**config.mk**
```make
export PLATFORM = sky130hd
export DESIGN_NAME = mem_fetch_unit
export DESIGN_NICKNAME = d
export VERILOG_FILES = /design/src/rtl/mem_fetch_unit.sv
export SDC_FILE = /design/constraint.sdc
export NUM_CORES = 1
export LEC_CHECK = 0
export ABC_CLOCK_PERIOD_IN_PS = 4800
export CAP_MARGIN = 20
export CORE_ASPECT_RATIO = 0.9
export CORE_MARGIN = 10
export CORE_UTILIZATION = 49
export CTS_CLUSTER_SIZE = 20
export DETAILED_ROUTE_END_ITERATION = 7
export GPL_TIMING_DRIVEN = 0
export PLACE_DENSITY = 0.83
export SYNTH_ARGS = -nofsm -noshare
export SYNTH_HDL_FRONTEND = slang
export SYNTH_SLANG_ARGS = --single-unit
```
**constraint.sdc**
```tcl
create_clock -name clk -period 4.8 [get_ports clk]
set_input_delay 0.48 -clock clk [delete_from_list [all_inputs] [get_ports clk]]
set_output_delay 0.48 -clock clk [all_outputs]
set_load 0.03 [all_outputs]
```
**src/rtl/mem_fetch_unit.sv**
```systemverilog
// Memory-access stage: two-beat 32-bit instruction fetch or single-beat data
// read/write over a req/ack memory port, with a per-beat wait-state timeout.
module mem_fetch_unit #(
  parameter int ADDR_W  = 16,
  parameter int DATA_W  = 16,
  parameter int TIMEOUT = 15
) (
  input  logic                clk,
  input  logic                rst,
  input  logic                start,
  input  logic                IorD,
  input  logic                Memwrite,
  input  logic [ADDR_W-1:0]   pc,
  input  logic [ADDR_W-1:0]   alu_addr,
  input  logic [DATA_W-1:0]   wdata,
  output logic                mem_req,
  output logic                mem_we,
  output logic [ADDR_W-1:0]   mem_addr,
  output logic [DATA_W-1:0]   mem_wdata,
  input  logic [DATA_W-1:0]   mem_rdata,
  input  logic                mem_ack,
  output logic                busy,
  output logic                done,
  output logic                err,
  output logic [2*DATA_W-1:0] instr,
  output logic [5:0]          opcode,
  output logic [4:0]          rs,
  output logic [4:0]          rt,
  output logic [4:0]          rd,
  output logic [5:0]          funct,
  output logic [15:0]         imm,
  output logic [DATA_W-1:0]   mdr
);

  localparam logic [7:0]        WAIT_LAST = 8'(TIMEOUT - 1);
  localparam logic [ADDR_W-1:0] ADDR_ONE  = ADDR_W'(1);

  typedef enum logic [1:0] {
    IDLE  = 2'd0,
    F_HI  = 2'd1,
    F_LO  = 2'd2,
    D_ACC = 2'd3
  } state_t;

  state_t              state_q, state_d;
  logic                req_q, req_d;
  logic                we_q, we_d;
  logic [ADDR_W-1:0]   addr_q, addr_d;
  logic [DATA_W-1:0]   wdata_q, wdata_d;
  logic [ADDR_W-1:0]   pc_q, pc_d;
  logic [DATA_W-1:0]   stage_q, stage_d;
  logic [2*DATA_W-1:0] instr_q, instr_d;
  logic [DATA_W-1:0]   mdr_q, mdr_d;
  logic                done_q, done_d;
  logic                err_q, err_d;
  logic [7:0]          wait_q, wait_d;

  logic beat_done;
  logic wait_expired;

  assign beat_done    = req_q & mem_ack;
  assign wait_expired = req_q & ~mem_ack & (wait_q == WAIT_LAST);

  always_ff @(posedge clk) begin
    if (!rst) begin
      state_q <= IDLE;
      req_q   <= 1'b0;
      we_q    <= 1'b0;
      addr_q  <= '0;
      wdata_q <= '0;
      pc_q    <= '0;
      stage_q <= '0;
      instr_q <= '0;
      mdr_q   <= '0;
      done_q  <= 1'b0;
      err_q   <= 1'b0;
      wait_q  <= '0;
    end else begin
      state_q <= state_d;
      req_q   <= req_d;
      we_q    <= we_d;
      addr_q  <= addr_d;
      wdata_q <= wdata_d;
      pc_q    <= pc_d;
      stage_q <= stage_d;
      instr_q <= instr_d;
      mdr_q   <= mdr_d;
      done_q  <= done_d;
      err_q   <= err_d;
      wait_q  <= wait_d;
    end
  end

  always_comb begin
    state_d = state_q;
    req_d   = req_q;
    we_d    = we_q;
    addr_d  = addr_q;
    wdata_d = wdata_q;
    pc_d    = pc_q;
    stage_d = stage_q;
    instr_d = instr_q;
    mdr_d   = mdr_q;
    done_d  = 1'b0;
    err_d   = err_q;
    wait_d  = wait_q;

    case (state_q)
      IDLE: begin
        if (start) begin
          err_d  = 1'b0;
          pc_d   = pc;
          wait_d = '0;
          req_d  = 1'b1;
          if (!IorD) begin
            state_d = F_HI;
            we_d    = 1'b0;
            addr_d  = pc;
          end else begin
            state_d = D_ACC;
            we_d    = Memwrite;
            addr_d  = alu_addr;
            wdata_d = wdata;
          end
        end
      end
      F_HI: begin
        if (beat_done) begin
          stage_d = mem_rdata;
          addr_d  = pc_q + ADDR_ONE;
          wait_d  = '0;
          state_d = F_LO;
        end
      end
      F_LO: begin
        // Both halves land in IR on the same edge so the decode never sees a torn word.
        if (beat_done) begin
          instr_d = {stage_q, mem_rdata};
          state_d = IDLE;
          req_d   = 1'b0;
          done_d  = 1'b1;
        end
      end
      D_ACC: begin
        if (beat_done) begin
          if (!we_q) begin
            mdr_d = mem_rdata;
          end
          state_d = IDLE;
          req_d   = 1'b0;
          we_d    = 1'b0;
          done_d  = 1'b1;
        end
      end
      default: begin
        state_d = IDLE;
      end
    endcase

    // Abort fires on the edge of the TIMEOUT-th unacknowledged request cycle.
    if (state_q != IDLE && !beat_done) begin
      if (wait_expired) begin
        state_d = IDLE;
        req_d   = 1'b0;
        we_d    = 1'b0;
        done_d  = 1'b1;
        err_d   = 1'b1;
        stage_d = '0;
        wait_d  = '0;
      end else begin
        wait_d = wait_q + 8'd1;
      end
    end
  end

  assign mem_req   = req_q;
  assign mem_we    = we_q;
  assign mem_addr  = addr_q;
  assign mem_wdata = wdata_q;
  assign busy      = (state_q != IDLE);
  assign done      = done_q;
  assign err       = err_q;
  assign instr     = instr_q;
  assign mdr       = mdr_q;

  assign opcode = instr_q[31:26];
  assign rs     = instr_q[25:21];
  assign rt     = instr_q[20:16];
  assign rd     = instr_q[15:11];
  assign funct  = instr_q[5:0];
  assign imm    = instr_q[15:0];

endmodule

```
### Cells by drive strength

Scale bar: 50 um.
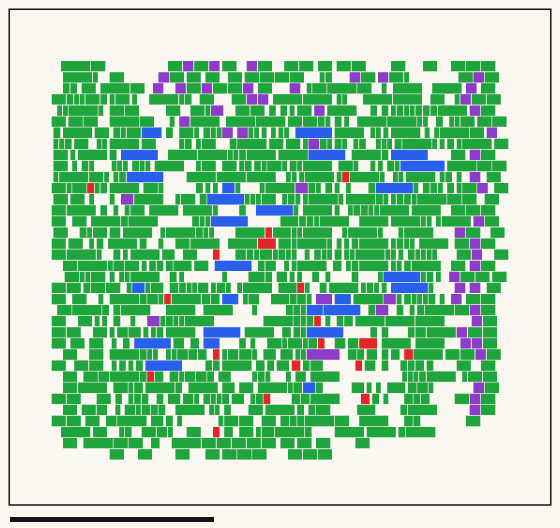
size	colour	cells	share	most used
x2	red	18	1.9%	buf_2
x1 and smaller	green	839	90%	nand2_1
x3 and x4	purple	52	5.6%	buf_4
x6 and larger	blue	26	2.8%	clkbuf_16
cell area after layout: 8320 sq um
Synth-to-Final Area Change: 49.1%
setup ws final: 1.91 ns
Non-Clock Buffer Count: 282

==> run summary <==
Figures from the flow reports.

Setup path:
- The run gives the endpoint class of the critical path as an output port.
- The worst register-to-register path has a setup slack of 2.25 ns.
- Together, buffers and inverters on the worst path number 5.
- The run gives the path type of the worst setup path as flop to output port.
- For reference, the critical path cell chain is inv_1 > ha_1 > buf_2 > clkbuf_1 > inv_1 > clkdlybuf4s50_1.
- The run gives the category of the worst setup path launch point as a flop.
- Looking at the critical path, the single cell with the biggest stage delay is sky130_fd_sc_hd__clkdlybuf4s50_1.

Yosys:
- The run puts the register bit total from synthesis at 126.
- The run gives the share of synthesized cell area in full adder, half adder and majority cells as under 10%.
- The run gives the netlist area before placement as 5580 sq um.
- The most frequently used library cell after synthesis is sky130_fd_sc_hd__nand2_1.
- The run puts the share of Yosys cell area claimed by the top area cell type at between 40% and 50%.
- The run puts the number of synthesis warnings at 0.
- The run puts the area share of and/or/nand/nor cells after synthesis at between 20% and 30%.
- The run puts the cell count in the Yosys report at 707.
- The largest total area in the synthesized netlist belongs to sky130_fd_sc_hd__dfxtp_1.
- The run gives the largest family of logic cells by area as simple AND/OR/NAND/NOR gates.
- The run puts the post-synthesis mux area share at ~2.7%.
- The run gives the share of synthesized registers carrying an async set or reset as 0%.
- Synthesis handed over a netlist of 707 instances.

Detailed routing:
- The run puts the total via count after detailed routing at between 5000 and 6000.
- The run gives the uppermost signal routing layer after detailed routing as met4.
- The script logs the ratio of routed vias to standard cells as about 5.4.
- The run gives the count of routing violations after the opening detailed-route iteration as between 500 and 600.
- The run gives the routed wire length as a little under 20 mm.

Timing:
- The run puts the clock tree skew after final layout at roughly 0.024 ns.
- The run gives the worst relative slew slack as between 50% and 60%.
- The run gives the number of max-slew violations in the final report as 0.
- Counting I/O delays and the setup requirement, the final critical path takes ~2.9 ns.
- The run puts the total count of hold-check failures in the final report at 0.

Hold path:
- The run gives the type of the tightest min-delay check as flop to flop.

Clock tree:
- TritonCTS created 17 clock buffers.
- For the worst-skew pair, the clock arrives at the later sink with an insertion delay of around 0.42 ns.
- The run gives the number of gates resized after CTS as 0.
- The run puts the number of setup buffers added after CTS at 0.

Global route:
- The via count of the first global-routing pass is ~6000.
- The run puts the pin count of the biggest net entering global routing at 17.
- The run puts the global-route total usage across every layer at 23.4%.
- The run gives the initial antenna violation count as 0.
- The run gives the residual overflow from global routing as 0.

Floorplan:
- The run gives the boundary pin count as a little under 200.
- The run puts the die area at between 15000 and 20000 sq um.

Outcome:
- The run finished with clean final reports.

Power:
- The run gives the power consumption as around 3.0 mW.
- Looking at the VDD voltage map, the peak drop is around 250 uV.
- The run puts the total power density per cell area at 364 nW/um^2.

Finish:
- Excluding fillers, the count of instances in the completed layout stands at 1087.
- For this run, the post-layout net count is 999.

Placement:
- The run puts the total of buffers placed on input and output ports at 196.
- The run gives the total half-perimeter wirelength after legalization and detailed placement as 14.5 mm.
### Congestion heat map

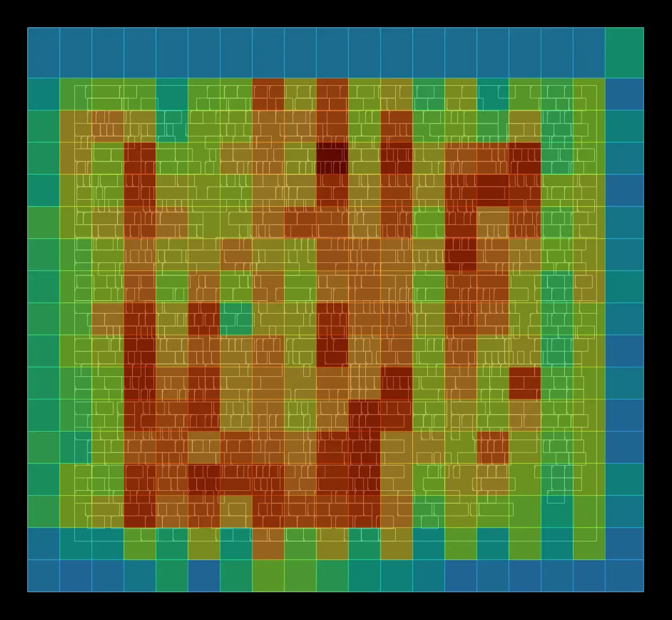
utilization of the core after routing: 75.7%
met1 track utilization from global routing: 25.7%

-- layer usage --
layer	vias to the layer above	GRT usage, %
met5	-	0
met4	0	9.00
met3	48	11.0
met2	348	38.7
met1	2734	25.7
li1	2793	-
-- area by class of cell --
type | instances | area [sq um] | area share [%]
Buffer | 86 | 508 | 6.11
Clock buffer | 18 | 439 | 5.28
Clock inverter | 14 | 150 | 1.80
Inverter | 11 | 41.3 | 0.496
Multi-Input combinational cell | 484 | 2510 | 30.1
Sequential cell | 126 | 2520 | 30.3
Tap cell | 152 | 190 | 2.29
Timing Repair Buffer | 196 | 1960 | 23.6
-- kinds of logic (layout without fill, tap and decap cells) --
kind of cell,after synthesis,in the layout
AND/OR/NAND/NOR,287,287
AND-OR/OR-AND,167,167
flip-flops,126,126
buffers and inverters,97,325
multiplexers,15,15
XOR/XNOR,8,8
adder cells (fa/ha/maj),7,7
-- sequential cells by signal, indices dropped and copies added, names as in the netlist --
name and flops:
instr 32, mdr 16, mem_addr 16, mem_wdata 16, pc_q 16, stage_q 16, wait_q 8, state_q 2
done 1, err 1, mem_req 1, mem_we 1
-- metrics by stage --
step / worst slack (ns) / cell area [sq um] / utilization, %
after floorplan: 2.92 / 5580 / -
after global placement: 2.32 / 7730 / 70.3
after detailed placement: 2.24 / 7730 / 70.3
after CTS: 1.95 / 8320 / 75.7
after global routing: 1.83 / 8320 / 75.7
final: 1.91 / 8320 / 75.7
-- path summary, 6_finish.rpt --
path                            cells after the start       start         end
worst max-delay path                                6  state_q[1]        busy
worst min-delay path                                2  stage_q[7]   instr[23]
worst max register to register                      9  state_q[1]  state_q[0]
worst min register to register                      2  stage_q[7]   instr[23]
-- where the power goes --
group | switching, mW | internal, mW
Clock | 0.533 | 0.746
Sequential | 0.0538 | 1.11
Combinational | 0.349 | 0.237
Total | 0.935 | 2.09
Power figures rest on the tool's default switching activity, not on a simulated workload.
